[config.mk]
export PLATFORM = sky130hd
export DESIGN_NAME = button_event_ctrl
export DESIGN_NICKNAME = d
export VERILOG_FILES = /design/src/rtl/button_event_ctrl.sv
export SDC_FILE = /design/constraint.sdc
export NUM_CORES = 1
export LEC_CHECK = 0
export CAP_MARGIN = 20
export CELL_PAD_IN_SITES_DETAIL_PLACEMENT = 1
export CELL_PAD_IN_SITES_GLOBAL_PLACEMENT = 2
export CORE_ASPECT_RATIO = 0.9
export CORE_MARGIN = 2
export CORE_UTILIZATION = 42
export CTS_CLUSTER_SIZE = 25
export DETAILED_ROUTE_END_ITERATION = 10
export PLACE_DENSITY = 0.83
export SLEW_MARGIN = 20
export SYNTH_ARGS = -nofsm -noshare
export SYNTH_HDL_FRONTEND = slang
export SYNTH_SLANG_ARGS = --single-unit
[constraint.sdc]
create_clock -name clk -period 5.9 [get_ports clk]
set_clock_uncertainty 0.05 [all_clocks]
set_input_delay 0.59 -clock clk [delete_from_list [all_inputs] [get_ports clk]]
set_output_delay 0.59 -clock clk [all_outputs]
set_load 0.05 [all_outputs]
[src/rtl/button_event_ctrl.sv]
// Push-button front end: synchronizes and debounces the raw pin, classifies
// presses as short or long, and maintains the LED mode index.
module button_event_ctrl #(
    parameter int unsigned DEBOUNCE_CYCLES   = 250000,
    parameter int unsigned LONG_PRESS_CYCLES = 25000000,
    parameter int unsigned NUM_MODES         = 5,
    parameter bit          BTN_ACTIVE_LOW    = 1'b0
) (
    input  logic       clk,
    input  logic       rst_n,
    input  logic       button,
    output logic       btn_pressed,
    output logic       press_pulse,
    output logic       short_press,
    output logic       long_press,
    output logic [2:0] mode,
    output logic       mode_change
);

    localparam int unsigned DEB_W  = $clog2(DEBOUNCE_CYCLES);
    localparam int unsigned HOLD_W = $clog2(LONG_PRESS_CYCLES);

    localparam logic [DEB_W-1:0]  DEB_MAX  = DEB_W'(DEBOUNCE_CYCLES - 1);
    localparam logic [HOLD_W-1:0] HOLD_MAX = HOLD_W'(LONG_PRESS_CYCLES - 1);
    localparam logic [2:0]        MODE_MAX = 3'(NUM_MODES - 1);

    typedef enum logic [1:0] {
        ST_IDLE,
        ST_HELD,
        ST_LONG
    } state_t;

    state_t            state, state_next;
    logic              btn_norm;
    logic              sync1, btn_sync;
    logic [DEB_W-1:0]  deb_cnt;
    logic              deb_toggle, rise_evt, fall_evt;
    logic [HOLD_W-1:0] hold_cnt, hold_next;
    logic              press_next, short_next, long_next;
    logic [2:0]        mode_d;

    assign btn_norm = BTN_ACTIVE_LOW ? ~button : button;

    always_ff @(posedge clk or negedge rst_n) begin
        if (!rst_n) begin
            sync1    <= 1'b0;
            btn_sync <= 1'b0;
        end else begin
            sync1    <= btn_norm;
            btn_sync <= sync1;
        end
    end

    // Debounced edges are decoded from the toggle condition so the FSM and its
    // pulses react on the same edge that btn_pressed itself changes.
    assign deb_toggle = (btn_sync != btn_pressed) && (deb_cnt == DEB_MAX);
    assign rise_evt   = deb_toggle && !btn_pressed;
    assign fall_evt   = deb_toggle && btn_pressed;

    always_ff @(posedge clk or negedge rst_n) begin
        if (!rst_n) begin
            deb_cnt     <= '0;
            btn_pressed <= 1'b0;
        end else if (btn_sync == btn_pressed) begin
            deb_cnt <= '0;
        end else if (deb_cnt == DEB_MAX) begin
            deb_cnt     <= '0;
            btn_pressed <= ~btn_pressed;
        end else begin
            deb_cnt <= deb_cnt + 1'b1;
        end
    end

    always_ff @(posedge clk or negedge rst_n) begin
        if (!rst_n) begin
            state       <= ST_IDLE;
            hold_cnt    <= '0;
            press_pulse <= 1'b0;
            short_press <= 1'b0;
            long_press  <= 1'b0;
        end else begin
            state       <= state_next;
            hold_cnt    <= hold_next;
            press_pulse <= press_next;
            short_press <= short_next;
            long_press  <= long_next;
        end
    end

    always_comb begin
        state_next = state;
        hold_next  = hold_cnt;
        press_next = 1'b0;
        short_next = 1'b0;
        long_next  = 1'b0;
        case (state)
            ST_IDLE: begin
                if (rise_evt) begin
                    state_next = ST_HELD;
                    press_next = 1'b1;
                    hold_next  = '0;
                end
            end
            ST_HELD: begin
                // Release takes priority over reaching the long threshold.
                if (fall_evt) begin
                    state_next = ST_IDLE;
                    short_next = 1'b1;
                end else if (hold_cnt == HOLD_MAX) begin
                    state_next = ST_LONG;
                    long_next  = 1'b1;
                end else begin
                    hold_next = hold_cnt + 1'b1;
                end
            end
            ST_LONG: begin
                if (fall_evt) begin
                    state_next = ST_IDLE;
                end
            end
            default: state_next = ST_IDLE;
        endcase
    end

    always_ff @(posedge clk or negedge rst_n) begin
        if (!rst_n) begin
            mode        <= '0;
            mode_d      <= '0;
            mode_change <= 1'b0;
        end else begin
            if (short_press) begin
                mode <= (mode == MODE_MAX) ? '0 : mode + 3'd1;
            end else if (long_press) begin
                mode <= '0;
            end
            mode_d      <= mode;
            mode_change <= (mode != mode_d);
        end
    end

endmodule

==> reports/metrics.yaml <==
cells_and_area:
  buffer_area_share_pct: 3.27
  nFillCells: 769
  area_delta_synth_final_pct: 14.4
  finalInstanceArea_um2: 3360
  clock_cell_area_share_pct: 7.07
  fin_util_pct: 50.3
  stdcell_count: 413
  ff_count: 58
  nMultiInputCombCells: 232
  buffers: 12
die:
  dieArea_um2: 7690
  row_count: 28
cts:
  cts_max_level: 3
  cts_made_buffers: 9
  root_buffer: "clkbuf_8"
  cts_buffer_depth: 2
  post-cts-setup-buffers: 0
logic_synthesis:
  avgSynthCellArea_um2: 9.71
  top_area_share_pct: 49.3
  async_flop_share_pct: 100
  yosys.cell_count.top_type: "dfrtp_1"
  synthTopCellsByArea: "dfrtp_1, xor2_1, nor2_1"
  yosysTopAreaCell: "dfrtp_1"
  syn_nets: 310
  ys_area_um2: 2940
  edf_count: 0
  synth.distinct_cells: 44
drt:
  topRoutingLayerUsed: "met4"
  ant_nets: 0
  wl_per_cell_um: 15.9
  drc: 0
  met2_length_um: 2860
  vias: 2226
critical_path:
  r2r_slack_ns: 3.46
  max_stage_delay_ns: 0.53
  worst_setup_path_end_kind: "flop"
  crit_top_cell: "nand2_1"
  cp.required_ns: 6.13
  path_cells: "ha_1 > and3_1 > nand4_1 > o21a_1 > nand2_1 > or4_1 > nand2_1"
  rr_endpoint: "hold_cnt[5]"
  crit_type: "flop to flop"
timing:
  setup_slack_ns: 3.46
  fmax_mhz: 411
  tns_ns: 0
  finalHoldViolCount: 0
  holdWs_ns: 0.301
place:
  gp_congestion: 0.728
  dpl_worst_slack_ns: 3.49
  dp_hpwl_um: 4500
flow_run:
  openroad.warnings: 27
global_route:
  grt_pass1_wl_um: 11500
  grt-ovfl-total: 0
power_and_ir_drop:
  switching_share_pct: 21.0
  p_switching_uw: 180
  pg_comb_uw: 15.2
  powerClk_uw: 438
  power_frac_clock_pct: 51.3
  maxPowerGroup: "the clock network"
  p_int_uw: 675
worst_hold_path:
  min_path_cells: 0
  hold_path_end: "btn_sync"
outcome:
  status: "finished, final reports clean"
## sequential cells by signal, summed over array words and instances, names as in the netlist
name         flops
press_pulse      1
sync1            1
mode_change      1
hold_cnt        25
long_press       1
mode             3
deb_cnt         18
mode_d           3
btn_pressed      1
state            2
btn_sync         1
short_press      1
## logic make-up after synthesis
logic type	after synthesis	share of synthesized area, %
compound gates	31	7.10
xor+xnor	33	9.83
fa+ha+maj	4	1.70
buf+inv	13	1.91
flops	58	49.3
mux	3	1.02
simple gates	161	29.1
## routing by layer
metal  GRT usage (%)  up-vias
met1            27.7     1111
met4            6.11        0
met3            6.53        7
met2            27.5       27
met5               0        -
li1                -     1081
## worst max-delay path by stage
stage | startpoint | endpoint | slack, ns | cells after the start
after floorplan | btn_pressed | hold_cnt[1] | 3.88 | 4
after global placement | deb_cnt[6] | hold_cnt[9] | 3.57 | 5
after detailed placement | deb_cnt[0] | hold_cnt[5] | 3.49 | 7
after CTS | deb_cnt[0] | hold_cnt[5] | 3.45 | 7
after global routing | deb_cnt[0] | hold_cnt[5] | 3.27 | 7
final | deb_cnt[0] | hold_cnt[5] | 3.46 | 7
## worst register-to-register path, stage by stage, from the launching register on
cell,delay (ns)
dfrtp_1,0.40
ha_1,0.23
and3_1,0.27
nand4_1,0.20
o21a_1,0.43
nand2_1,0.19
or4_1,0.53
nand2_1,0.08
## cells in the final DEF, fill, tap and decap left out, drive strengths merged, types with 4 or more instances in the layout
cell type,netlist,routed
nand3,25,25
o21a,4,4
dfrtp,58,58
nor3,13,13
o31ai,5,5
and2,8,8
nand2,28,28
ha,4,4
nor2b,5,5
nor2,39,39
and3,5,5
and4,5,5
o21ai,15,15
clkdlybuf4s50,0,9
xor2,17,17
nand4,9,9
clkbuf,4,12
nand2b,6,6
xnor2,16,16
inv,5,5
### I/O pins on the die edge

Pins as bars across the die edge, other pins in gray.
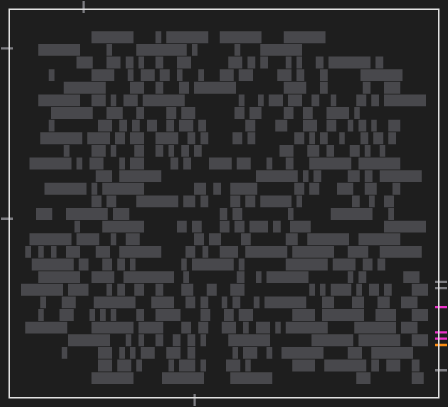
[orange] `mode_change` | pins: 1 | direction: output | edge: right
[magenta] `mode` | pins: 3 | direction: output | edge: right

### Sizing map

The bar under the picture is 20 um long.
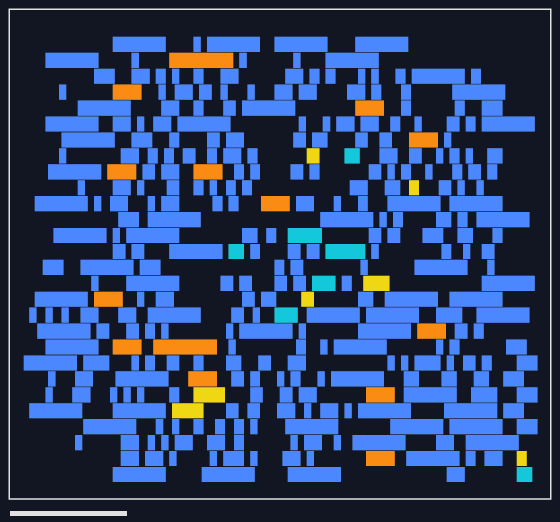
[orange] _6 and larger | cells: 14 | share: 4.3%
[cyan] _3 and _4 cells | cells: 7 | share: 2.2%
[blue] _0 and _1 cells | cells: 295 | share: 91%
[yellow] _2 cells | cells: 7 | share: 2.2%

